**Run 1: power grid**

(2 px per um) Pins as bars on the die edge.
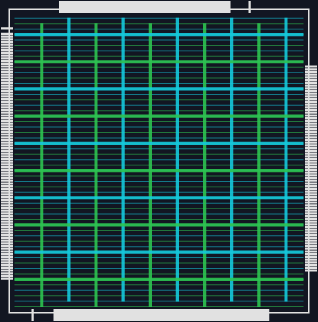
**Run 1: cell classes on the final placement**

(2 px per um) Fill, decap, tap and diode cells in gray.
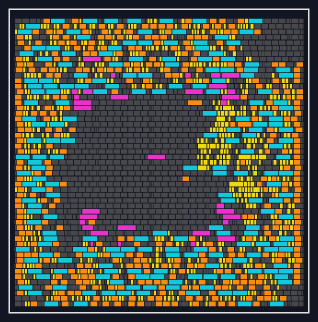
**Run 1: clock network drawn from the DEF**

(4 px per um)
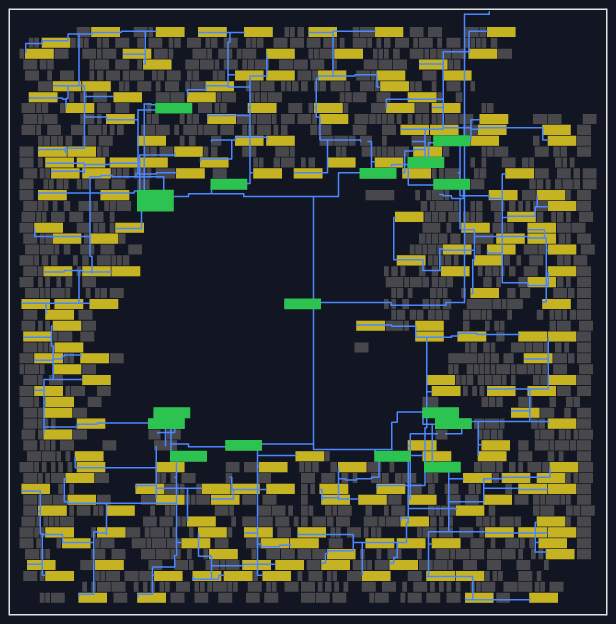
File: src/rtl/fsab_burst_master_pkg.sv
// fsab_burst_master_pkg: shared FSAB widths, mode encodings, credit defaults and beat types.
package fsab_burst_master_pkg;
    localparam int FSAB_ADDR_HI         = 30;
    localparam int FSAB_LEN_HI          = 3;
    localparam int FSAB_LEN_MAX         = 8;
    localparam int FSAB_DATA_HI         = 63;
    localparam int FSAB_MASK_HI         = 7;
    localparam int FSAB_DID_HI          = 3;
    localparam int FSAB_CREDITS_HI      = 2;
    localparam int FSAB_INITIAL_CREDITS = 4;
    localparam logic FSAB_READ  = 1'b0;
    localparam logic FSAB_WRITE = 1'b1;

    typedef logic [FSAB_ADDR_HI:0]    addr_t;
    typedef logic [FSAB_LEN_HI:0]     len_t;
    typedef logic [FSAB_DATA_HI:0]    data_t;
    typedef logic [FSAB_MASK_HI:0]    mask_t;
    typedef logic [FSAB_DID_HI:0]     did_t;
    typedef logic [FSAB_CREDITS_HI:0] cred_t;

    typedef enum logic {IDLE, WR} state_e;

    typedef struct packed {
        logic  valid;
        logic  mode;
        did_t  did;
        did_t  subdid;
        addr_t addr;
        len_t  len;
        data_t data;
        mask_t mask;
    } beat_t;
endpackage

File: src/rtl/fsab_burst_master_if.sv
// fsab_burst_master_if: local command/write/read ports plus the fsabo/fsabi bus of one FSAB master.
interface fsab_burst_master_if;
    import fsab_burst_master_pkg::*;
    logic  cmd_valid, cmd_ready, cmd_write;
    addr_t cmd_addr;
    len_t  cmd_len;
    did_t  cmd_subdid;
    logic  wd_valid, wd_ready;
    data_t wd_data;
    mask_t wd_mask;
    logic  rd_valid, rd_last, busy;
    data_t rd_data;
    did_t  rd_subdid;
    logic  fsabo_valid, fsabo_mode, fsabo_credit;
    did_t  fsabo_did, fsabo_subdid;
    addr_t fsabo_addr;
    len_t  fsabo_len;
    data_t fsabo_data;
    mask_t fsabo_mask;
    logic  fsabi_valid;
    did_t  fsabi_did, fsabi_subdid;
    data_t fsabi_data;

    modport master (
        input  cmd_valid, cmd_write, cmd_addr, cmd_len, cmd_subdid, wd_valid, wd_data, wd_mask,
               fsabo_credit, fsabi_valid, fsabi_did, fsabi_subdid, fsabi_data,
        output cmd_ready, wd_ready, rd_valid, rd_data, rd_subdid, rd_last, busy,
               fsabo_valid, fsabo_mode, fsabo_did, fsabo_subdid, fsabo_addr, fsabo_len,
               fsabo_data, fsabo_mask
    );

    modport slave (
        output cmd_valid, cmd_write, cmd_addr, cmd_len, cmd_subdid, wd_valid, wd_data, wd_mask,
               fsabo_credit, fsabi_valid, fsabi_did, fsabi_subdid, fsabi_data,
        input  cmd_ready, wd_ready, rd_valid, rd_data, rd_subdid, rd_last, busy,
               fsabo_valid, fsabo_mode, fsabo_did, fsabo_subdid, fsabo_addr, fsabo_len,
               fsabo_data, fsabo_mask
    );
endinterface

File: src/rtl/fsab_credit_counter.sv
// fsab_credit_counter: FSAB request credit counter, reset to and capped at MAX.
// Defining FSAB_BURST_MASTER_CHECK_EN adds a simulation check for credits returned past MAX.
module fsab_credit_counter
    import fsab_burst_master_pkg::*;
#(
    parameter int MAX = FSAB_INITIAL_CREDITS
) (
    input  logic  clk,
    input  logic  rst,
    input  logic  inc,
    input  logic  dec,
    output cred_t count,
    output logic  nonzero
);
    localparam cred_t MAX_V = cred_t'(MAX);

    cred_t count_q, count_d;

    always_comb count_d = (inc && !dec && count_q != MAX_V) ? count_q + cred_t'(1) :
                          (dec && !inc) ? count_q - cred_t'(1) : count_q;

    always_ff @(posedge clk) begin
        if (rst) count_q <= MAX_V;
        else     count_q <= count_d;
    end

    assign count   = count_q;
    assign nonzero = count_q != '0;

`ifdef FSAB_BURST_MASTER_CHECK_EN
    always @(posedge clk)
        if (!rst && inc && !dec && count_q == MAX_V) $error("credit returned past MAX");
`else
`endif
endmodule

File: src/rtl/fsab_burst_master.sv
// fsab_burst_master: turns local read/write commands into FSAB request beats and filters returns by DID.
// Defining FSAB_BURST_MASTER_CHECK_EN adds simulation-only protocol checks.
module fsab_burst_master
    import fsab_burst_master_pkg::*;
#(
    parameter int DID         = 0,
    parameter int MAX_CREDITS = FSAB_INITIAL_CREDITS
) (
    input logic clk,
    input logic rst,
    fsab_burst_master_if.master bus
);
    localparam did_t  DID_V = did_t'(DID);
    localparam cred_t MAX_V = cred_t'(MAX_CREDITS);

    state_e state_q, state_d;
    beat_t  beat_q, beat_d;
    len_t   wr_rem_q, wr_rem_d, rd_rem_q, rd_rem_d;
    logic   rd_pend_q, rd_pend_d;
    logic   rd_valid_q, rd_last_q;
    data_t  rd_data_q;
    did_t   rd_subdid_q;
    cred_t  credits;
    logic   has_credit, cmd_hs, wd_hs, ret;

    assign bus.cmd_ready = !rst && state_q == IDLE && has_credit && (bus.cmd_write || !rd_pend_q);
    assign bus.wd_ready  = !rst && state_q == WR;
    assign bus.busy      = !rst && (state_q == WR || rd_pend_q || credits != MAX_V);
    assign cmd_hs = bus.cmd_valid && bus.cmd_ready;
    assign wd_hs  = bus.wd_valid && bus.wd_ready;
    assign ret    = bus.fsabi_valid && bus.fsabi_did == DID_V && rd_pend_q;

    fsab_credit_counter #(.MAX(MAX_CREDITS)) u_credits (
        .clk(clk), .rst(rst), .inc(bus.fsabo_credit), .dec(cmd_hs),
        .count(credits), .nonzero(has_credit)
    );

    // Header fields only change on a command, so they hold across write-data gaps.
    always_comb begin
        state_d   = state_q;
        beat_d    = beat_q;
        beat_d.valid = 1'b0;
        wr_rem_d  = wr_rem_q;
        rd_rem_d  = rd_rem_q;
        rd_pend_d = rd_pend_q;
        if (cmd_hs) begin
            beat_d.valid  = !bus.cmd_write;
            beat_d.mode   = bus.cmd_write ? FSAB_WRITE : FSAB_READ;
            beat_d.did    = DID_V;
            beat_d.subdid = bus.cmd_subdid;
            beat_d.addr   = bus.cmd_addr;
            beat_d.len    = bus.cmd_len;
            state_d   = bus.cmd_write ? WR : IDLE;
            wr_rem_d  = bus.cmd_write ? bus.cmd_len : wr_rem_q;
            rd_rem_d  = bus.cmd_write ? rd_rem_q : bus.cmd_len;
            rd_pend_d = rd_pend_q || !bus.cmd_write;
        end
        if (wd_hs) begin
            beat_d.valid = 1'b1;
            beat_d.data  = bus.wd_data;
            beat_d.mask  = bus.wd_mask;
            wr_rem_d = wr_rem_q - len_t'(1);
            state_d  = wr_rem_q == len_t'(1) ? IDLE : WR;
        end
        if (ret) begin
            rd_rem_d  = rd_rem_q - len_t'(1);
            rd_pend_d = rd_rem_q != len_t'(1);
        end
    end

    always_ff @(posedge clk) begin
        if (rst) begin
            state_q     <= IDLE;
            beat_q      <= '0;
            wr_rem_q    <= '0;
            rd_rem_q    <= '0;
            rd_pend_q   <= 1'b0;
            rd_valid_q  <= 1'b0;
            rd_last_q   <= 1'b0;
            rd_data_q   <= '0;
            rd_subdid_q <= '0;
        end else begin
            state_q     <= state_d;
            beat_q      <= beat_d;
            wr_rem_q    <= wr_rem_d;
            rd_rem_q    <= rd_rem_d;
            rd_pend_q   <= rd_pend_d;
            rd_valid_q  <= ret;
            rd_last_q   <= ret && rd_rem_q == len_t'(1);
            rd_data_q   <= bus.fsabi_data;
            rd_subdid_q <= bus.fsabi_subdid;
        end
    end

    assign bus.fsabo_valid  = beat_q.valid;
    assign bus.fsabo_mode   = beat_q.mode;
    assign bus.fsabo_did    = beat_q.did;
    assign bus.fsabo_subdid = beat_q.subdid;
    assign bus.fsabo_addr   = beat_q.addr;
    assign bus.fsabo_len    = beat_q.len;
    assign bus.fsabo_data   = beat_q.data;
    assign bus.fsabo_mask   = beat_q.mask;
    assign bus.rd_valid     = rd_valid_q;
    assign bus.rd_last      = rd_last_q;
    assign bus.rd_data      = rd_data_q;
    assign bus.rd_subdid    = rd_subdid_q;

`ifdef FSAB_BURST_MASTER_CHECK_EN
    always @(posedge clk) begin
        if (!rst && cmd_hs && (bus.cmd_len == '0 || int'(bus.cmd_len) > FSAB_LEN_MAX))
            $error("command accepted with illegal length %0d", bus.cmd_len);
        if (!rst && bus.fsabi_valid && bus.fsabi_did == DID_V && !rd_pend_q)
            $error("return beat for this DID with no read pending");
    end
`else
`endif
endmodule

File: src/flat_wrapper.sv
// flat-port wrapper written by rule: the top's interface ports become plain ports
module fsab_burst_master_flat import fsab_burst_master_pkg::*;
#(
    parameter int DID         = 0,
    parameter int MAX_CREDITS = FSAB_INITIAL_CREDITS
)
  (clk, rst, bus_cmd_valid, bus_cmd_write, bus_cmd_addr, bus_cmd_len, bus_cmd_subdid, bus_wd_valid, bus_wd_data, bus_wd_mask, bus_fsabo_credit, bus_fsabi_valid, bus_fsabi_did, bus_fsabi_subdid, bus_fsabi_data, bus_cmd_ready, bus_wd_ready, bus_rd_valid, bus_rd_data, bus_rd_subdid, bus_rd_last, bus_busy, bus_fsabo_valid, bus_fsabo_mode, bus_fsabo_did, bus_fsabo_subdid, bus_fsabo_addr, bus_fsabo_len, bus_fsabo_data, bus_fsabo_mask);
  fsab_burst_master_if bus_i ();
  input logic clk;
  input logic rst;
  input wire logic [$bits(bus_i.cmd_valid)-1:0] bus_cmd_valid;
  input wire logic [$bits(bus_i.cmd_write)-1:0] bus_cmd_write;
  input wire logic [$bits(bus_i.cmd_addr)-1:0] bus_cmd_addr;
  input wire logic [$bits(bus_i.cmd_len)-1:0] bus_cmd_len;
  input wire logic [$bits(bus_i.cmd_subdid)-1:0] bus_cmd_subdid;
  input wire logic [$bits(bus_i.wd_valid)-1:0] bus_wd_valid;
  input wire logic [$bits(bus_i.wd_data)-1:0] bus_wd_data;
  input wire logic [$bits(bus_i.wd_mask)-1:0] bus_wd_mask;
  input wire logic [$bits(bus_i.fsabo_credit)-1:0] bus_fsabo_credit;
  input wire logic [$bits(bus_i.fsabi_valid)-1:0] bus_fsabi_valid;
  input wire logic [$bits(bus_i.fsabi_did)-1:0] bus_fsabi_did;
  input wire logic [$bits(bus_i.fsabi_subdid)-1:0] bus_fsabi_subdid;
  input wire logic [$bits(bus_i.fsabi_data)-1:0] bus_fsabi_data;
  output wire logic [$bits(bus_i.cmd_ready)-1:0] bus_cmd_ready;
  output wire logic [$bits(bus_i.wd_ready)-1:0] bus_wd_ready;
  output wire logic [$bits(bus_i.rd_valid)-1:0] bus_rd_valid;
  output wire logic [$bits(bus_i.rd_data)-1:0] bus_rd_data;
  output wire logic [$bits(bus_i.rd_subdid)-1:0] bus_rd_subdid;
  output wire logic [$bits(bus_i.rd_last)-1:0] bus_rd_last;
  output wire logic [$bits(bus_i.busy)-1:0] bus_busy;
  output wire logic [$bits(bus_i.fsabo_valid)-1:0] bus_fsabo_valid;
  output wire logic [$bits(bus_i.fsabo_mode)-1:0] bus_fsabo_mode;
  output wire logic [$bits(bus_i.fsabo_did)-1:0] bus_fsabo_did;
  output wire logic [$bits(bus_i.fsabo_subdid)-1:0] bus_fsabo_subdid;
  output wire logic [$bits(bus_i.fsabo_addr)-1:0] bus_fsabo_addr;
  output wire logic [$bits(bus_i.fsabo_len)-1:0] bus_fsabo_len;
  output wire logic [$bits(bus_i.fsabo_data)-1:0] bus_fsabo_data;
  output wire logic [$bits(bus_i.fsabo_mask)-1:0] bus_fsabo_mask;
  assign bus_i.cmd_valid = bus_cmd_valid;
  assign bus_i.cmd_write = bus_cmd_write;
  assign bus_i.cmd_addr = bus_cmd_addr;
  assign bus_i.cmd_len = bus_cmd_len;
  assign bus_i.cmd_subdid = bus_cmd_subdid;
  assign bus_i.wd_valid = bus_wd_valid;
  assign bus_i.wd_data = bus_wd_data;
  assign bus_i.wd_mask = bus_wd_mask;
  assign bus_i.fsabo_credit = bus_fsabo_credit;
  assign bus_i.fsabi_valid = bus_fsabi_valid;
  assign bus_i.fsabi_did = bus_fsabi_did;
  assign bus_i.fsabi_subdid = bus_fsabi_subdid;
  assign bus_i.fsabi_data = bus_fsabi_data;
  assign bus_cmd_ready = bus_i.cmd_ready;
  assign bus_wd_ready = bus_i.wd_ready;
  assign bus_rd_valid = bus_i.rd_valid;
  assign bus_rd_data = bus_i.rd_data;
  assign bus_rd_subdid = bus_i.rd_subdid;
  assign bus_rd_last = bus_i.rd_last;
  assign bus_busy = bus_i.busy;
  assign bus_fsabo_valid = bus_i.fsabo_valid;
  assign bus_fsabo_mode = bus_i.fsabo_mode;
  assign bus_fsabo_did = bus_i.fsabo_did;
  assign bus_fsabo_subdid = bus_i.fsabo_subdid;
  assign bus_fsabo_addr = bus_i.fsabo_addr;
  assign bus_fsabo_len = bus_i.fsabo_len;
  assign bus_fsabo_data = bus_i.fsabo_data;
  assign bus_fsabo_mask = bus_i.fsabo_mask;
  fsab_burst_master #(.DID(DID), .MAX_CREDITS(MAX_CREDITS)) u_core (.clk(clk), .rst(rst), .bus(bus_i));
endmodule
File: config.mk
export PLATFORM = sky130hd
export DESIGN_NAME = fsab_burst_master_flat
export DESIGN_NICKNAME = d
export VERILOG_FILES = /design/src/rtl/fsab_burst_master_pkg.sv /design/src/rtl/fsab_burst_master_if.sv /design/src/rtl/fsab_credit_counter.sv /design/src/rtl/fsab_burst_master.sv /design/src/flat_wrapper.sv
export SDC_FILE = /design/constraint.sdc
export NUM_CORES = 1
export LEC_CHECK = 0
export ABC_AREA = 1
export CORE_AREA = 2 2 147 149
export DETAILED_ROUTE_END_ITERATION = 16
export DIE_AREA = 0 0 149 151
export PLACE_DENSITY = 0.79
export SLEW_MARGIN = 0
export SYNTH_ARGS = -nofsm -noshare
export SYNTH_HDL_FRONTEND = slang
export SYNTH_SLANG_ARGS = --single-unit
File: constraint.sdc
create_clock -name clk -period 3.1 [get_ports clk]
set_input_delay 0.775 -clock clk [delete_from_list [all_inputs] [get_ports clk]]
set_output_delay 0.775 -clock clk [all_outputs]
set_load 0.03 [all_outputs]
==> run notes, run 1 <==
The full implementation flow was run.

The largest share of the power goes to registers. The CTS log lists the clock sinks for this run as 196. 0 antenna diodes ended up in the layout. CTS built an H-tree with a depth of 4. In the CTS report, the clock slew at the register clock pins of the worst setup and hold paths is listed as 70 ps. The final core utilization stands at between 50% and 60%. The run finished with clean final reports. The first-pass GRT wire length stands at just over 30000 um.

After routing the design area is 11300 um2. The part of the power in combinational logic stands at between 20% and 30%. Leaving out filler cells and counting taps, the final layout contains 1487. The port buffer count stands at 375. The final hold violation count recorded for this run is 0. The number of flip-flops and latches in the synthesized netlist stands at between 150 and 200. The report shows a maximum critical-path fanout of 16.

Per the detail_route report, the via count comes to between 6000 and 7000. The post-route report lists met1 wire length as ~8200 um. The achievable frequency stands at roughly 0.38 GHz. For the worst-skew pair, the clock arrives at the later sink with an insertion delay of around 420 ps. The number of gates resized after cts stands at 0.

Per the layout report, the design carries 1921 filler cells. The worst setup path is of the in2out kind. Global routing put the most usage on met2. Hold repair after CTS inserted 0 buffers.

The total met2 wirelength after detailed routing stands at about 10000 um. For this run, the number of Yosys warnings is 0. The sum of overflow across all layers after global routing stands at 0.

STA classifies the critical path startpoint as an input pin. The initial cell density of the core stands at roughly a third.
-- 'power grid' (at the start) --
VDD -> cyan
VSS -> green
met1 rails = 54
rows = 53
signal pins = 380
area inside the core boundary: 20800 um2
IR Drop Worst-Case VDD: 0.335 mV
width of the die: 149 um

-- 'cell classes on the final placement' (at the start) --
remaining buffers and delay cells -> orange  # cells 383, share of their area 35%
registers -> cyan  # cells 196, share of their area 36%
remaining logic cells -> yellow  # cells 601, share of their area 24%
clock drivers and dummy loads -> magenta  # cells 32, share of their area 5.2%

-- 'clock network drawn from the DEF' (at the start) --
clock-net drivers -> green  # count 17
flip-flops -> yellow  # count 196
clock wires -> blue  # length 2360 um
routed clock nets = 18

## run 1: cells in the mapped netlist (all sizes together)
cell type | n | area share [%]
nand2 | 216 | 12
fa | 1 | 0.29
dfxtp | 196 | 58
buf | 37 | 3.1
o21ai | 9 | 0.66
clkbuf | 18 | 0.99
nand4 | 6 | 0.55
a21oi | 51 | 3.8
nor2 | 83 | 4.8
ha | 4 | 0.74
nor3 | 1 | 0.073
nand3 | 133 | 10
inv | 91 | 5.0
xnor2 | 2 | 0.26
conb | 1 | 0.055
## run 1: how the worst max path moves through the flow
stage	from	to	slack, ps	cells after the start
finish	rst	bus_wd_ready	480	3
global route	rst	bus_wd_ready	410	3
CTS	rst	bus_wd_ready	470	3
detailed placement	bus_cmd_write	u_core.rd_rem_q[1]$_SDFFE_PP0P_	430	10
global placement	bus_cmd_write	u_core.rd_rem_q[2]$_SDFFE_PP0P_	490	10
floorplan	rst	bus_busy	750	5
## run 1: worst max-delay path, stage by stage
cell,delay [ps]
sky130_fd_sc_hd__buf_4,180
sky130_fd_sc_hd__nor2_2,200
sky130_fd_sc_hd__clkdlybuf4s50_1,700
## run 1: layout make-up
| class | count | area [um2] | share of cell area, % |
|---|---|---|---|
| Sequential cell | 196 | 3920 | 34.8 |
| Timing Repair Buffer | 383 | 3830 | 33.9 |
| Multi-Input combinational cell | 510 | 2270 | 20.1 |
| Clock buffer | 19 | 453 | 4.02 |
| Tap cell | 275 | 344 | 3.05 |
| Inverter | 91 | 342 | 3.03 |
| Clock inverter | 13 | 116 | 1.03 |
## run 1: logic make-up after synthesis
kind of cell	Yosys count	share of synthesized area [%]
adder cells (fa/ha/maj)	5	1.03
flip-flops	196	57.7
AND-OR/OR-AND	60	4.41
AND/OR/NAND/NOR	439	27.5
other	1	0.0551
buffers and inverters	146	9.12
XOR/XNOR	2	0.257
==> run 2: changes to the inputs <==
Settings changed: PLACE_DENSITY 0.79 to 0.81.
Clock period 3.1 ns to 2.4 ns, I/O delays scaled along.
**Run 2: clock network drawn from the DEF**

(4 px per um)
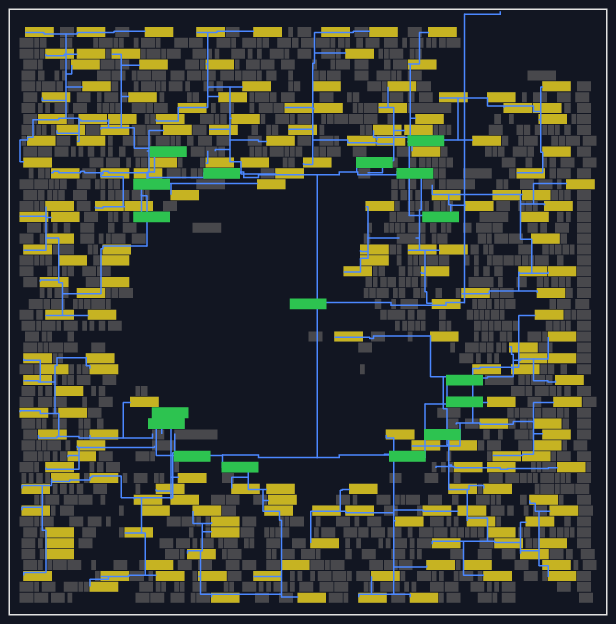
clock-net drivers -> green  # count 17
flip-flops -> yellow  # count 196
clock wires -> blue  # length 2310 um
routed clock nets = 18
flops lie = all over the die
Layout Skew: 14.4 ps
clock latency on the worst-skew pair: 430 ps
clock network fraction of design power: 35.3%

==> run notes, run 2 <==
The full implementation flow was run.

The flow ran to the end, and the final reports show no timing, DRC or antenna violations. The number of clock sinks stands at 196. The multi-input combinational cell count stands at between 500 and 600. The sequential cell count stands at between 150 and 200.

The final timing report lists a hold violation count of 0. Across the placement rows, the number of tap cells is 275. The routed layout has about 6700 vias. Per the GRT congestion report, total overflow comes to 0. The initial cell density of the core stands at between 30% and 40%. The flip-flop and latch area stands at ~4000 um2. The class occupying the most area after layout is reported as flip-flops and latches. Of the total standard cell area in the layout, the sequential portion is around 34%. The clock buffer count in the final layout stands at 18. The number of ordinary inverters in the final layout stands at a little over 90. In this run the biggest area consumer among cell types represents 57.7% of the synthesized area.

Across the VDD grid, the largest voltage drop is between 0.4 and 0.5 mV. Post-CTS repair ended up resizing 0 cells. The number of flops mapped to enable cells by yosys stands at 0. The die span in x stands at between 100 and 150 um. STA classifies the critical path startpoint as an input pin. The clock slew seen by the registers of the worst setup and hold paths stands at about 70 ps. The report lists the cells along the critical path as clkdlybuf4s50_1 > inv_1 > nand2_1 > nand2_1 > nor2_4 > buf_4. The area of the core stands at approximately 21000 um2. The cell-mix breakdown from Yosys lists the adder-cell area share as slightly above 1%.

Measured on the finished design, the core utilization comes to a little over half. The commonest cells after synthesis are sky130_fd_sc_hd__nand2_1 (214), sky130_fd_sc_hd__dfxtp_1 (196), sky130_fd_sc_hd__nand3_1 (131). The critical path in this run is classified as in2out.

Measured on the final layout, the clock distribution area share stands at between 5 and 6%. The area fraction in compound gates stands at 4.41%. The post-layout instance area stands at between 10000 and 15000 um2.

The maximum cell stage delay along the critical path stands at 520 ps. The timing report shows that the slowest cell on the worst path is sky130_fd_sc_hd__clkdlybuf4s50_1. Per STA, the library cell used most along the worst path is sky130_fd_sc_hd__nand2_1.
run 2: netlist changes by cell type in the layout (fill, tap and decap cells not counted):
| cell | before | now |
|---|---|---|
| sky130_fd_sc_hd__buf_12 | 2 | 6 |
| sky130_fd_sc_hd__buf_4 | 9 | 12 |
| sky130_fd_sc_hd__bufinv_16 | 0 | 2 |
| sky130_fd_sc_hd__clkbuf_1 | 0 | 1 |
| sky130_fd_sc_hd__clkbuf_8 | 2 | 0 |
| sky130_fd_sc_hd__clkdlybuf4s50_1 | 371 | 370 |
| sky130_fd_sc_hd__clkinv_2 | 2 | 0 |
| sky130_fd_sc_hd__clkinv_8 | 1 | 3 |
| sky130_fd_sc_hd__clkinvlp_4 | 2 | 0 |
| sky130_fd_sc_hd__diode_2 | 0 | 1 |
| sky130_fd_sc_hd__inv_6 | 3 | 5 |
| sky130_fd_sc_hd__inv_8 | 2 | 1 |
run 2: routing by layer:
metal	up-vias	share of wire (%)	GRT usage, %
li1	3349	-	-
met1	3038	38	19.6
met2	275	51	32.0
met3	20	9.9	7.02
met4	0	1.5	5.81
met5	-	0	0
run 2: final timing paths:
check	startpoint	to	slack, ps	depth (start not counted)
max reg2reg	u_core.u_credits.count[1]$_SDFFE_PP0P_	u_core.u_credits.count[2]$_SDFFE_PP1P_	640	10
max	bus_cmd_write	bus_cmd_ready	160	6
min reg2reg	u_core.bus.fsabo_addr[19]$_SDFFE_PP0P_	u_core.bus.fsabo_addr[19]$_SDFFE_PP0P_	460	2
min	u_core.bus.fsabo_addr[19]$_SDFFE_PP0P_	u_core.bus.fsabo_addr[19]$_SDFFE_PP0P_	460	2
run 2: cell families after synthesis:
group | after synthesis
fa+ha+maj | 5
flops | 196
simple gates | 439
other cells | 1
compound gates | 60
buf+inv | 146
xor+xnor | 2
Power figures rest on the tool's default switching activity, not on a simulated workload.
